**src/rtl/interrupt_sequencer.sv**
```systemverilog
// Purpose : 6502 interrupt/BRK/reset entry sequencer; arbitrates RES > NMI > IRQ > BRK and drives dummy, 3 pushes, 2 vector fetches.
// Latency : a request seen at the start edge gives DUMMY on the next cycle; VEC_HI follows 5 cycles later (6-cycle sequence).
// Backpressure: i_rdy low freezes state, source and pending flags; NMI edges are still captured; outputs hold their decoded values.
module interrupt_sequencer (
    input  logic        i_clk,
    input  logic        i_reset,
    input  logic        i_rdy,
    input  logic        i_sync,
    input  logic        i_brk,
    input  logic        i_nmi_n,
    input  logic        i_irq_n,
    input  logic        i_p_i,
    output logic        o_busy,
    output logic        o_force_brk,
    output logic        o_push_pch,
    output logic        o_push_pcl,
    output logic        o_push_p,
    output logic        o_stack_we,
    output logic        o_p_b,
    output logic        o_set_i,
    output logic        o_vec_fetch,
    output logic [15:0] o_vec_addr,
    output logic        o_done
);

    typedef enum logic [2:0] {
        ST_IDLE     = 3'd0,
        ST_DUMMY    = 3'd1,
        ST_PUSH_PCH = 3'd2,
        ST_PUSH_PCL = 3'd3,
        ST_PUSH_P   = 3'd4,
        ST_VEC_LO   = 3'd5,
        ST_VEC_HI   = 3'd6
    } state_t;

    typedef enum logic [1:0] {
        SRC_RES = 2'd0,
        SRC_NMI = 2'd1,
        SRC_IRQ = 2'd2,
        SRC_BRK = 2'd3
    } src_t;

    localparam logic [15:0] VEC_NMI = 16'hFFFA;
    localparam logic [15:0] VEC_RES = 16'hFFFC;
    localparam logic [15:0] VEC_IRQ = 16'hFFFE;

    state_t state_q, state_d;
    src_t   src_q, src_d;
    logic   res_pend_q, res_pend_d;
    logic   nmi_pend_q, nmi_pend_d;
    logic   nmi_cur_q, nmi_cur_d;
    logic   nmi_prev_q, nmi_prev_d;
    logic   nmi_edge;
    logic   nmi_clr;
    logic   irq_req;

    // Vector base for the latched source; BRK shares the IRQ vector.
    function automatic logic [15:0] vec_base(input src_t s);
        case (s)
            SRC_NMI: vec_base = VEC_NMI;
            SRC_RES: vec_base = VEC_RES;
            default: vec_base = VEC_IRQ;
        endcase
    endfunction

    // State, source, pending flags and NMI pin history; reset re-arms the reset request.
    always_ff @(posedge i_clk or posedge i_reset) begin
        if (i_reset) begin
            state_q    <= ST_IDLE;
            src_q      <= SRC_RES;
            res_pend_q <= 1'b1;
            nmi_pend_q <= 1'b0;
            nmi_cur_q  <= 1'b1;
            nmi_prev_q <= 1'b1;
        end else begin
            state_q    <= state_d;
            src_q      <= src_d;
            res_pend_q <= res_pend_d;
            nmi_pend_q <= nmi_pend_d;
            nmi_cur_q  <= nmi_cur_d;
            nmi_prev_q <= nmi_prev_d;
        end
    end

    // NMI pin is sampled every cycle regardless of i_rdy so a falling edge is never lost;
    // the edge is detected between two registered samples, one cycle after the pin is sampled low.
    always_comb begin
        nmi_cur_d  = i_nmi_n;
        nmi_prev_d = nmi_cur_q;
        nmi_edge   = nmi_prev_q & ~nmi_cur_q;
        irq_req    = ~i_irq_n & ~i_p_i;
    end

    // Next-state logic: arbitration in IDLE, fixed walk through the sequence, NMI hijack at PUSH_P.
    always_comb begin
        state_d    = state_q;
        src_d      = src_q;
        res_pend_d = res_pend_q;
        nmi_clr    = 1'b0;
        if (i_rdy) begin
            case (state_q)
                ST_IDLE: begin
                    if (res_pend_q) begin
                        state_d    = ST_DUMMY;
                        src_d      = SRC_RES;
                        res_pend_d = 1'b0;
                    end else if (i_sync && nmi_pend_q) begin
                        state_d = ST_DUMMY;
                        src_d   = SRC_NMI;
                    end else if (i_sync && irq_req) begin
                        state_d = ST_DUMMY;
                        src_d   = SRC_IRQ;
                    end else if (i_sync && i_brk) begin
                        state_d = ST_DUMMY;
                        src_d   = SRC_BRK;
                    end
                end
                ST_DUMMY:    state_d = ST_PUSH_PCH;
                ST_PUSH_PCH: state_d = ST_PUSH_PCL;
                ST_PUSH_PCL: state_d = ST_PUSH_P;
                ST_PUSH_P: begin
                    state_d = ST_VEC_LO;
                    // A late NMI steals the vector; the already-pushed B bit is unaffected.
                    if ((src_q == SRC_IRQ || src_q == SRC_BRK) && nmi_pend_q) begin
                        src_d = SRC_NMI;
                    end
                    // Entering the NMI vector fetch consumes the pending NMI.
                    if (src_d == SRC_NMI) begin
                        nmi_clr = 1'b1;
                    end
                end
                ST_VEC_LO:   state_d = ST_VEC_HI;
                ST_VEC_HI:   state_d = ST_IDLE;
                default:     state_d = ST_IDLE;
            endcase
        end
        // A fresh edge arriving with the clear keeps the request alive.
        nmi_pend_d = nmi_edge | (nmi_pend_q & ~nmi_clr);
    end

    // Moore output decode from state and latched source.
    always_comb begin
        o_busy      = 1'b0;
        o_force_brk = 1'b0;
        o_push_pch  = 1'b0;
        o_push_pcl  = 1'b0;
        o_push_p    = 1'b0;
        o_stack_we  = 1'b0;
        o_p_b       = 1'b0;
        o_set_i     = 1'b0;
        o_vec_fetch = 1'b0;
        o_vec_addr  = 16'h0000;
        o_done      = 1'b0;
        case (state_q)
            ST_IDLE: begin
            end
            ST_DUMMY: begin
                o_busy      = 1'b1;
                o_force_brk = (src_q != SRC_BRK);
            end
            ST_PUSH_PCH: begin
                o_busy     = 1'b1;
                o_push_pch = 1'b1;
                o_stack_we = (src_q != SRC_RES);
            end
            ST_PUSH_PCL: begin
                o_busy     = 1'b1;
                o_push_pcl = 1'b1;
                o_stack_we = (src_q != SRC_RES);
            end
            ST_PUSH_P: begin
                o_busy     = 1'b1;
                o_push_p   = 1'b1;
                o_stack_we = (src_q != SRC_RES);
                o_p_b      = (src_q == SRC_BRK);
            end
            ST_VEC_LO: begin
                o_busy      = 1'b1;
                o_set_i     = 1'b1;
                o_vec_fetch = 1'b1;
                o_vec_addr  = vec_base(src_q);
            end
            ST_VEC_HI: begin
                o_busy      = 1'b1;
                o_vec_fetch = 1'b1;
                o_vec_addr  = vec_base(src_q) | 16'h0001;
                o_done      = 1'b1;
            end
            default: begin
            end
        endcase
    end

endmodule

```
**config.mk**
```make
export PLATFORM = sky130hd
export DESIGN_NAME = interrupt_sequencer
export DESIGN_NICKNAME = d
export VERILOG_FILES = /design/src/rtl/interrupt_sequencer.sv
export SDC_FILE = /design/constraint.sdc
export NUM_CORES = 1
export LEC_CHECK = 0
export ABC_CLOCK_PERIOD_IN_PS = 1530
export CORE_ASPECT_RATIO = 0.8
export CORE_UTILIZATION = 36
export CTS_BUF_LIST = sky130_fd_sc_hd__clkbuf_2 sky130_fd_sc_hd__clkbuf_4 sky130_fd_sc_hd__clkbuf_8
export CTS_CLUSTER_DIAMETER = 30
export CTS_CLUSTER_SIZE = 14
export DETAILED_ROUTE_END_ITERATION = 8
export PLACE_DENSITY = 0.77
export REMOVE_ABC_BUFFERS = 1
export SYNTH_ARGS = -nofsm -noshare
export SYNTH_HDL_FRONTEND = slang
export SYNTH_SLANG_ARGS = --single-unit
```
**constraint.sdc**
```tcl
create_clock -name i_clk -period 1.53 [get_ports i_clk]
set_clock_uncertainty 0.15 [all_clocks]
set_input_delay 0.306 -clock i_clk [delete_from_list [all_inputs] [get_ports i_clk]]
set_output_delay 0.306 -clock i_clk [all_outputs]
set_load 0.02 [all_outputs]
```
==> changes_impl.md, run 1 <==
### Metrics

* Status: finished with violations
* Violated checks: setup timing
* Cts bufs inserted at 3
* Sw Ratio at 0.455
* First-pass GRT wire length at 3.17 mm
* Seq/Total Area, Yosys at 0.351
* Top cell area share at 0.230
* Net Switching at ~1.2 mW
* P_int at 1.46 mW
* Post-DP Area at 1050 um^2
* Final Hold Violating Endpoints at 0
* Ys cells at ~83
* Final nets at 143
* Met3 Routed Length at 82 um
* Tmin final at 1860 ps
* Final Non-Filler Cells at roughly 160
* CTS clk-pin slew, worst paths at 60 ps
* Cell taking the most area after synthesis: dfrtp_1
* Drt drc at 0
* Pwr dens at 2120 nW/um^2
* Sequential fraction of design power at 0.156
* Final Cell Area at 1260 um^2
* Setup CP Type: reg -> out
* Tally of OpenROAD warnings at 27
* Vias in the first global route at just under 700
* Peak supply drop at 1.49 mV
* Synthesized area at 652 um^2
* Maxcap violations at 0
* Commonest cells in the netlist: buf_4, nor2_1, inv_1
* Critical Path AT at approximately 1400 ps
* Final worst slack at -327 ps
* Fill count at 112
* Crit end category: output port
* Row cnt at 13
* Clk sink count at 9
* HP Class: in -> async
* Routed wl met2 at 1.23 mm
* CTS tree: yes
* IO Pins at 34
* Post-synth EDFFs at 0
* Slew HR at 0.754
* RD Place Congestion at 0.867
* Layout cells sized above 1 at 0.657
* Port bufs at 33
* Most common cell in the netlist: buf_4
* Top routing layer in use: met4
* Worst slew pin tran at ~370 ps
* Clock Latency Late Sink at 260 ps
* CP Max Fanout at 14
* RSZ-0062 raised after global routing: true
* Max-slew violations at 0
* Combinational power share at 0.767
* Pre-Place Util at 0.393
* FMAX at between 500 and 600 MHz
* Yosys warnings at 0
* Deepest clock path buffer count at 2
* DR vias/cell at 4.83
* # setup viols final at 28
* Synth Instances at 83
* Most common reg cell: dfrtp_1
## run 1: through the flow
step	power (mW)	hold slack, ps	util	TNS [ps]
after floorplan	1.08	-18.2	-	-18340
after global placement	1.97	206	0.634	-11130
after detailed placement	2.02	206	0.634	-12300
after CTS	2.38	160	0.679	-6150
after global routing	2.83	182	0.760	-9330
final	2.68	160	0.760	-7660
## run 1: per-layer routing
layer,GRT usage,vias up
met4,0.114,0
met2,0.426,23
li1,-,368
met5,0,-
met1,0.257,356
met3,0.0682,6
## run 1: area by class of cell
type	instances	area (um^2)	area share
clock buffers	4	30.0	0.0238
flip-flops and latches	9	231	0.184
multi-input cells	48	379	0.301
inverters	9	33.8	0.0268
repair buffers	64	559	0.443
well taps	22	27.5	0.0218
## run 1: logic make-up (layout without fill, tap and decap cells)
group           after synthesis  count (layout)  synth area share
buf+inv                      26              77             0.248
flops                         9               9             0.351
simple gates                 27              27             0.188
compound gates               20              20             0.200
xor+xnor                      1               1            0.0134
## run 1: timing repair
item                       CTS  global route
resized                    150            26
setup endpoints to repair   29            29
hold buffers                 0             0
pin swaps                    4            13
setup buffers                4             6
## run 1: registers in the layout, summed over array words and instances, names as in the netlist
register and count:
nmi_pend_q 1, nmi_prev_q 1, res_pend_q 1, src_q 2, nmi_cur_q 1, state_q 3
## run 1: path summary, 6_finish.rpt
kind | from | endpoint | depth (start not counted)
hold reg to reg | nmi_cur_q | nmi_prev_q | 0
min in group i_clk | nmi_cur_q | nmi_prev_q | 0
max in group asynchronous | i_reset | nmi_prev_q | 2
hold / removal | i_reset | state_q[1] | 2
setup / recovery | state_q[1] | o_vec_fetch | 5
setup reg to reg | state_q[0] | src_q[1] | 5
## run 1: placed cells by master (no fill, tap or decap), drive strengths merged
master	netlist	layout
dfrtp	6	6
nand3	3	3
o21ai	6	6
or3b	1	1
or2	1	1
a32o	1	1
buf	16	57
a21oi	6	6
clkdlybuf4s50	0	7
inv	9	9
a22o	1	1
xor2	1	1
nand2b	1	1
o22ai	1	1
nor2	12	12
a311oi	1	1
nand2	6	6
nor3	1	1
a31oi	2	2
a2111oi	2	2
clkbuf	1	4
and3	2	2
dfstp	3	3
## run 1: power by group through the flow
| stage | Combinational, mW | Clock [mW] | Sequential, mW |
|---|---|---|---|
| 2_1_floorplan | 0.662 | 0 | 0.416 |
| 3_3_place_gp | 1.59 | 0 | 0.380 |
| 3_5_place_dp | 1.63 | 0 | 0.392 |
| 4_1_cts | 1.76 | 0.210 | 0.407 |
| 5_1_grt | 2.18 | 0.225 | 0.427 |
| 6_report | 2.06 | 0.204 | 0.419 |
## run 1: worst max-delay path: stages (launching register included)
cell	delay, ps
dfrtp_2	450
xor2_1	210
nand2_1	130
inv_2	90
buf_12	120
buf_4	140
Run 1, the metal 1 layer:
Supply wires on this layer in grey.
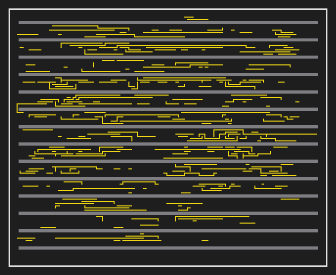
wire length on this layer = 887 um
nets with wire on the layer = 123
main direction = horizontal
vias: 753
GR Util met1: 0.257
final WL: 2.25 mm

Run 1, metal layers overlaid:
Only two layers are drawn.
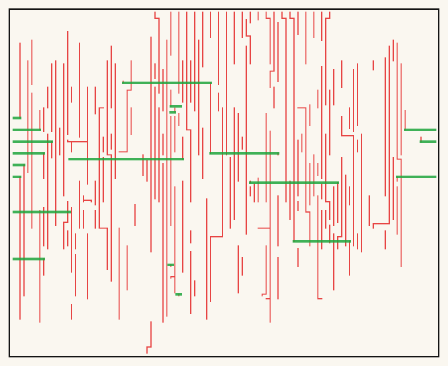
red -> metal 2  # wire length 1230 um
green -> metal 3  # wire length 82.1 um
total track usage: 0.232
routed len/inst: 14.4 um

Run 1, placement density heat map:
Scale bar: 10 um. The die is cut into 10 by 8 equal tiles; white is low, dark blue is high, 0 to 100% covered.
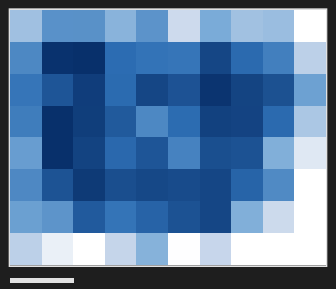
emptiest ninth of the die = south-east
tiles over 75% full = 46%
nearly empty tiles = 10%
fullest tile = 100%
mean over tiles = 62%

Run 1, port wiring:
Scale bar: 10 um.
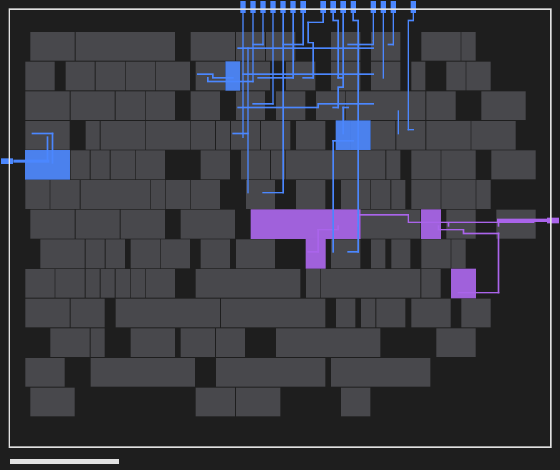
blue -> `o_vec_addr`  # direction output, edge 15 north, 1 west, end cells 4, buffers 17, wire 225 um
purple -> `i_sync`  # direction input, edge east, end cells 4, buffers 2, wire 43.5 um

==> run 1 -> run 2 <==
Settings changed: ABC_CLOCK_PERIOD_IN_PS 1530 to 2400, CORE_ASPECT_RATIO 0.8 to not set, CORE_UTILIZATION 36 to 43, PLACE_DENSITY 0.77 to 0.86.
Clock period 1.53 ns to 2.4 ns, I/O delays scaled along.
Run 2, metal layers overlaid:
Only two layers are drawn.
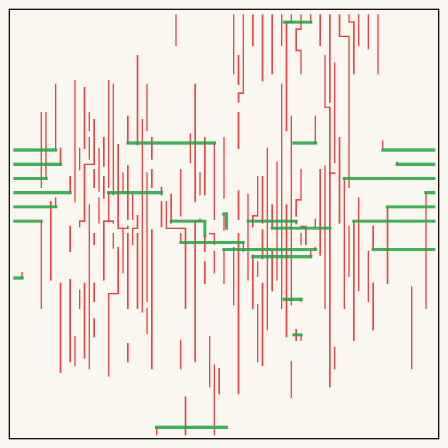
green -> metal 3  # wire length 123 um
red -> metal 2  # wire length 819 um

Run 2, clock routing:
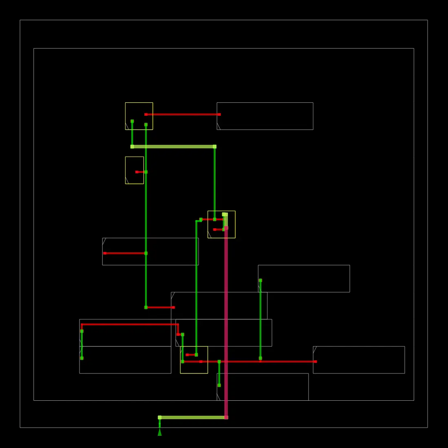
Clock Latency Late Sink: 260 ps
clk sink count: 9
Flop Count: 9
clkbuf count: 3

==> run 2 against run 1 <==
The run now ends clean. Sequential power decreased by 36%. Register-to-register slack improved by 900 ps. Sequential cell count unchanged. Clock-buffer cell count decreased by 1. Global-route usage increased by 0.26 points. Setup slack improved by 450 ps. Combinational power decreased by 62%. Utilization decreased by 6.4 points. Die area decreased by 16%. Critical path depth decreased by 2. Worst hold slack improved by 67 ps. Critical endpoint is now o_push_pch. Largest cell class unchanged. Largest power group unchanged.
==> changes_impl.md, run 2 <==
### Metrics

* Tally of OpenROAD warnings at 25 (-7.4%)
* Setup CP Type: reg -> out
* Crit end category: output port
* Worst slew pin tran at 449 ps (+80.2 ps)
* Final nets at 118 (-17%)
* Status: complete, no violations
* Final Hold Violating Endpoints at 0 (unchanged)
* Critical Path AT at 1640 ps (+240 ps)
* Seq/Total Area, Yosys at 0.351 (unchanged)
* Total track usage at 0.235 (+0.00255)
* Post-DP Area at 918 um^2 (-13%)
* Most common cell in the netlist: buf_4
* Port bufs at 33 (unchanged)
* Synth Instances at 83 (unchanged)
* RSZ-0062 raised after global routing: false
* CP Max Fanout at 12 (-2)
* Ys cells at 83 (unchanged)
* Pwr dens at 1240 nW/um^2 (-42%)
* CTS tree: yes
* Layout cells sized above 1 at 0.165 (-0.492)
* Max-slew violations at 0 (unchanged)
* Peak supply drop at 0.654 mV (-56%)
* DR vias/cell at 5.17 (+7.1%)
* Met3 usage at 0.0543 (-0.0138)
* Cts bufs inserted at 3 (unchanged)
* # setup viols final at 0 (-100%)
* # resized after CTS at 20 (-87%)
* Vias at 641 (-15%)
* Worst reg2reg path depth at 5 (unchanged)
* Slew HR at 0.693 (-0.0610)
* Routed len/inst at 13.5 um (-6.3%)
* Final Cell Area at 940 um^2 (-25%)
* IO Pins at 34 (unchanged)
* Max FFs per register at 3 (unchanged)
* Grt met2 use at 0.395 (-0.0311)
Run 2, placement density heat map:
Scale bar: 10 um. The die is cut into 8 by 8 equal tiles; white is low, dark blue is high, 0 to 100% covered.
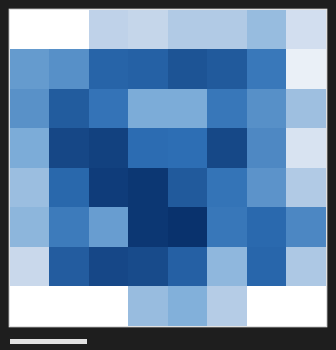
Pre-Place Util: 0.483
Core Footprint: 1350 um^2
final design utilization: 0.696

==> run 2: cell counts after synthesis <==
No cell type changed its count.
==> run 2: cell type report <==
class,count,area [um^2]
Clock inverter,1,5.00
Tap cell,15,18.8
Sequential cell,9,230
Inverter,9,33.8
Timing Repair Buffer,39,368
Clock buffer,3,22.5
Multi-Input combinational cell,48,262
Fill cell,126,410
==> run 2: critical path: stages, from the launching register on <==
cell,delay (ps)
dfrtp_2,480
nand2b_1,200
nor2_1,90
clkdlybuf4s50_1,600
==> run 2: worst paths after layout <==
check	from	to	slack [ps]
min reg2reg	nmi_cur_q	nmi_prev_q	230
max in group asynchronous	i_reset	nmi_prev_q	1480
max	state_q[2]	o_push_pch	130
max reg2reg	state_q[1]	src_q[1]	630
min in group asynchronous	i_reset	nmi_pend_q	320
min	nmi_cur_q	nmi_prev_q	230
==> run 2: through the flow <==
| stage | worst slack, ps | hold WS [ps] | power, mW | TNS [ps] |
|---|---|---|---|---|
| 6_report | 127 | 227 | 1.16 | 0 |
| 5_1_grt | 0.931 | 244 | 1.26 | 0 |
| 4_1_cts | 9.71 | 228 | 1.18 | 0 |
| 3_5_place_dp | 58.8 | 216 | 1.14 | 0 |
| 3_3_place_gp | 168 | 203 | 1.12 | 0 |
| 2_1_floorplan | -542 | 156 | 0.687 | -7590 |
==> run 2: power by group <==
group	internal (mW)	switching, mW	total (mW)
clock	0.0616	0.0582	0.120
combinational	0.313	0.461	0.775
sequential	0.201	0.0670	0.268
==> run 2: logic make-up (layout without fill, tap and decap cells) <==
group / after synthesis / count (layout) / synth area share
flops: 9 / 9 / 0.351
simple gates: 27 / 27 / 0.188
compound gates: 20 / 20 / 0.200
buf+inv: 26 / 52 / 0.248
xor+xnor: 1 / 1 / 0.0134
==> run 2: per-layer routing <==
layer	up-vias	routed length, um
li1	318	-
met1	280	669
met2	37	818
met3	6	122
met4	0	63
met5	-	0
==> run 2 -> run 3 <==
Settings changed: ABC_AREA set to 1, CORE_UTILIZATION 43 to 42.
Run 3, metal layers overlaid:
Only two layers are drawn.
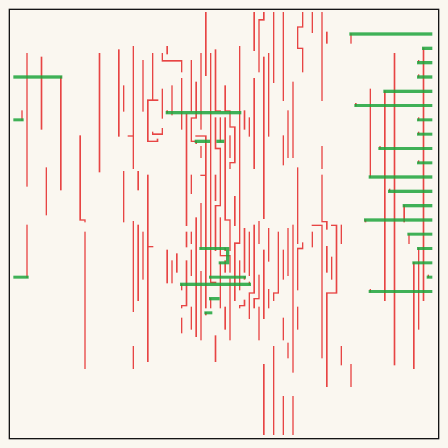
green -> metal 3  # wire length 89.2 um
red -> metal 2  # wire length 747 um

Run 3, the metal 1 layer:
Supply wires on this layer in grey.
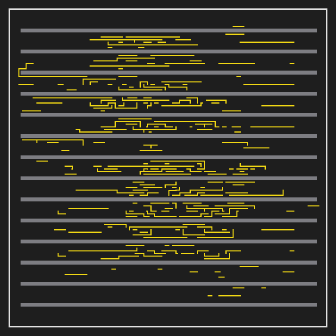
final WL: 1.43 mm
vias: 657
GR Util met1: 0.209

==> run 3 against run 2 <==
Sequential share of layout area grew 0.67 points. First-iteration DRC count shrank 19%. Non-clock buffer count shrank 3. Synthesized area shrank 3.5%. Die area shrank 1.1%. Power grew 4.3%. Cell area shrank 3.2%. Fmax is essentially flat. Clock-buffer cell count grew 1. Utilization shrank 2.2 points. Highest routed layer unchanged.
==> changes_impl.md, run 3 <==
### Metrics

* Tally of OpenROAD warnings at 26 (+4.0%)
* Final nets at 128 (+8.5%)
* Max FFs per register at 3 (unchanged)
* DR vias/cell at 4.90 (-5.2%)
* WHS Path Cells at 0
* FFs w/ async S/R, synth at 1.00
* Cts bufs inserted at 3 (unchanged)
* CP cell instances: inv_1 -> nand2_1 -> nor2_2 -> inv_1 -> nand2_1 -> buf_4 -> dlygate4sd2_1
* Sw Ratio at 0.512 (+0.00783)
* Final design utilization at 0.674 (-0.0222)
* Worst reg2reg path depth at 8 (+3)
* Hold wc startpoint: nmi_cur_q
* RSZ-0062 raised after global routing: true
* Ys cells at 92 (+11%)
* Max-slew violations at 0 (unchanged)
* Setup CP Type: reg -> out
* Simple share at 0.264 (+0.0763)
* Core Footprint at 1350 um^2 (unchanged)
* Worst slew pin tran at 319 ps (-129 ps)
* Aoi share at 0.115 (-0.0843)
* Commonest cells in the netlist: nand2_1, inv_1, buf_4
* Fill count at 125 (-0.79%)
* Crit path buf inv count at 4 (+3)
* Clock Latency Late Sink at 240 ps (-20 ps)
* Peak supply drop at 0.662 mV (+1.2%)
* Comb area leader: simple AND/OR/NAND/NOR gates
* Sequential fraction of design power at 0.228 (-0.003)
* Largest stage delay on the critical path at 440 ps (-160 ps)
* Routed len/inst at 10.7 um (-21%)
* Clk sink count at 9 (unchanged)
* Critical Path AT at 1640 ps (about the same)
* XORs/XNORs by Area at 0 (-0.0134)
* Reg2reg start: state_q[0]
* Mux share at 0 (unchanged)
* GR Overflow Total at 0
* Final Hold Violating Endpoints at 0 (unchanged)
* Adder-cell share of the synthesized area at 0 (unchanged)
* Part of the cycle the worst path needs at 0.946
* Combinational power share at 0.675 (+0.009)
* Total track usage at 0.185 (-0.0501)
* Tmin final at about 2300 ps
* Slowest cell on crit path: dfrtp_1
* Pre-Place Util at 0.466 (-0.0167)
* R2r endpoint: state_q[0]
* Clock power frac at 0.096 (-0.007)
* Pwr dens at 1330 nW/um^2 (+7.8%)
* Initial antenna violation count at 0
* Synth Instances at 92 (+11%)
* CTS tree: yes
* Layout cells sized above 1 at 0.126 (-0.0391)
* R2R Setup Slk at 870 ps (+240 ps)
* Family with the most delay on the worst path: buffers and inverters
* Slew HR at 0.785 (+0.0923)
* Most common cell in the netlist: nand2_1
* P_int at 592 uW (+2.7%)
* Seq/Total Area, Yosys at 0.364 (+0.0126)
* Final hold slack at 221 ps (-6.26 ps)
* Min-Delay Endpoint: nmi_prev_q
* CP Max Fanout at 14 (+2)
* # setup viols final at 0 (unchanged)
* Crit end category: output port
* Maxcap violations at 0
* Status: complete, no violations
Run 3, port wiring:
Scale bar: 10 um.
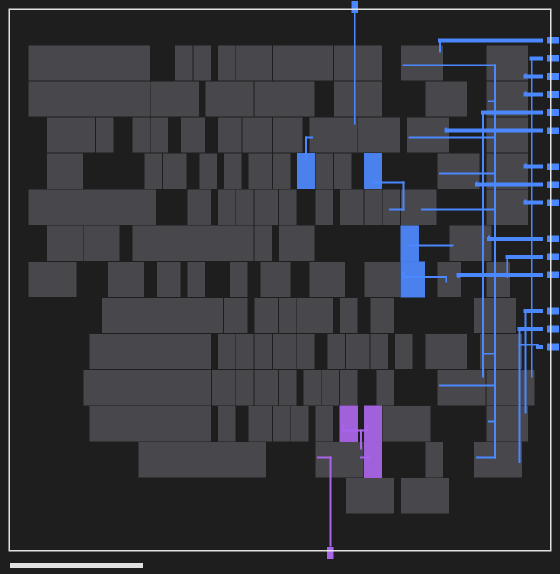
blue -> `o_vec_addr`  # direction output, edge 15 east, 1 north, end cells 4, buffers 17, wire 195 um
purple -> `i_sync`  # direction input, edge south, end cells 3, buffers 1, wire 12.1 um
IO Pins: 34
port bufs: 33

[run 3: cells by family after synthesis]
group | Yosys count
AOI/OAI and AO/OA | 13
DFF | 9
buffers and inverters | 30
and+or+nand+nor | 40
[run 3: through the flow]
step	setup slack (ps)	instance area [um^2]	cells	total power, mW	TNS (ps)
global placement	145	903	130	1.18	0
floorplan	-1540	532	79	0.750	-16090
finish	129	910	134	1.21	0
detailed placement	87.6	903	130	1.21	0
CTS	1.98	908	134	1.22	0
global route	-31.5	910	134	1.32	-277
[run 3: how the worst max path moves through the flow]
stage	start	to	slack, ps	depth (start not counted)
2_1_floorplan	state_q[2]	o_vec_addr[2]	-1540	6
3_3_place_gp	state_q[1]	o_vec_addr[10]	150	7
3_5_place_dp	state_q[1]	o_vec_addr[3]	90	7
4_1_cts	state_q[0]	o_push_pcl	2	3
5_1_grt	state_q[1]	o_vec_addr[13]	-30	7
6_report	state_q[1]	o_vec_addr[14]	130	7
[run 3: repair_timing]
| action | CTS | global route |
|---|---|---|
| resized | 20 | 9 |
| cloned | 0 | 0 |
| setup buffers | 0 | 0 |
| endpoints found under the setup margin | 20 | 17 |
| endpoints found under the hold margin | 0 | 0 |
[run 3: cell type report]
| type | instances | area (um^2) | share of cell area |
|---|---|---|---|
| sequential | 9 | 229 | 0.252 |
| inverter | 17 | 63.8 | 0.0702 |
| multi-input combinational | 53 | 239 | 0.263 |
| tap | 15 | 18.8 | 0.0206 |
| timing repair buffer | 36 | 329 | 0.362 |
| clock buffer | 4 | 30.0 | 0.0330 |
[run 3: layer usage]
layer	up-vias	GRT usage	share of wire
li1	330	-	-
met1	288	0.209	0.39
met2	35	0.306	0.52
met3	4	0.0326	0.062
met4	0	0.142	0.022
met5	-	0	0
[run 3: power groups by stage]
stage | combinational (mW) | clock (mW) | sequential, mW
floorplan | 0.491 | 0 | 0.259
global placement | 0.909 | 0 | 0.272
detailed placement | 0.930 | 0 | 0.275
CTS | 0.825 | 0.121 | 0.273
global route | 0.903 | 0.137 | 0.281
finish | 0.819 | 0.117 | 0.277
Power figures rest on the tool's default switching activity, not on a simulated workload.
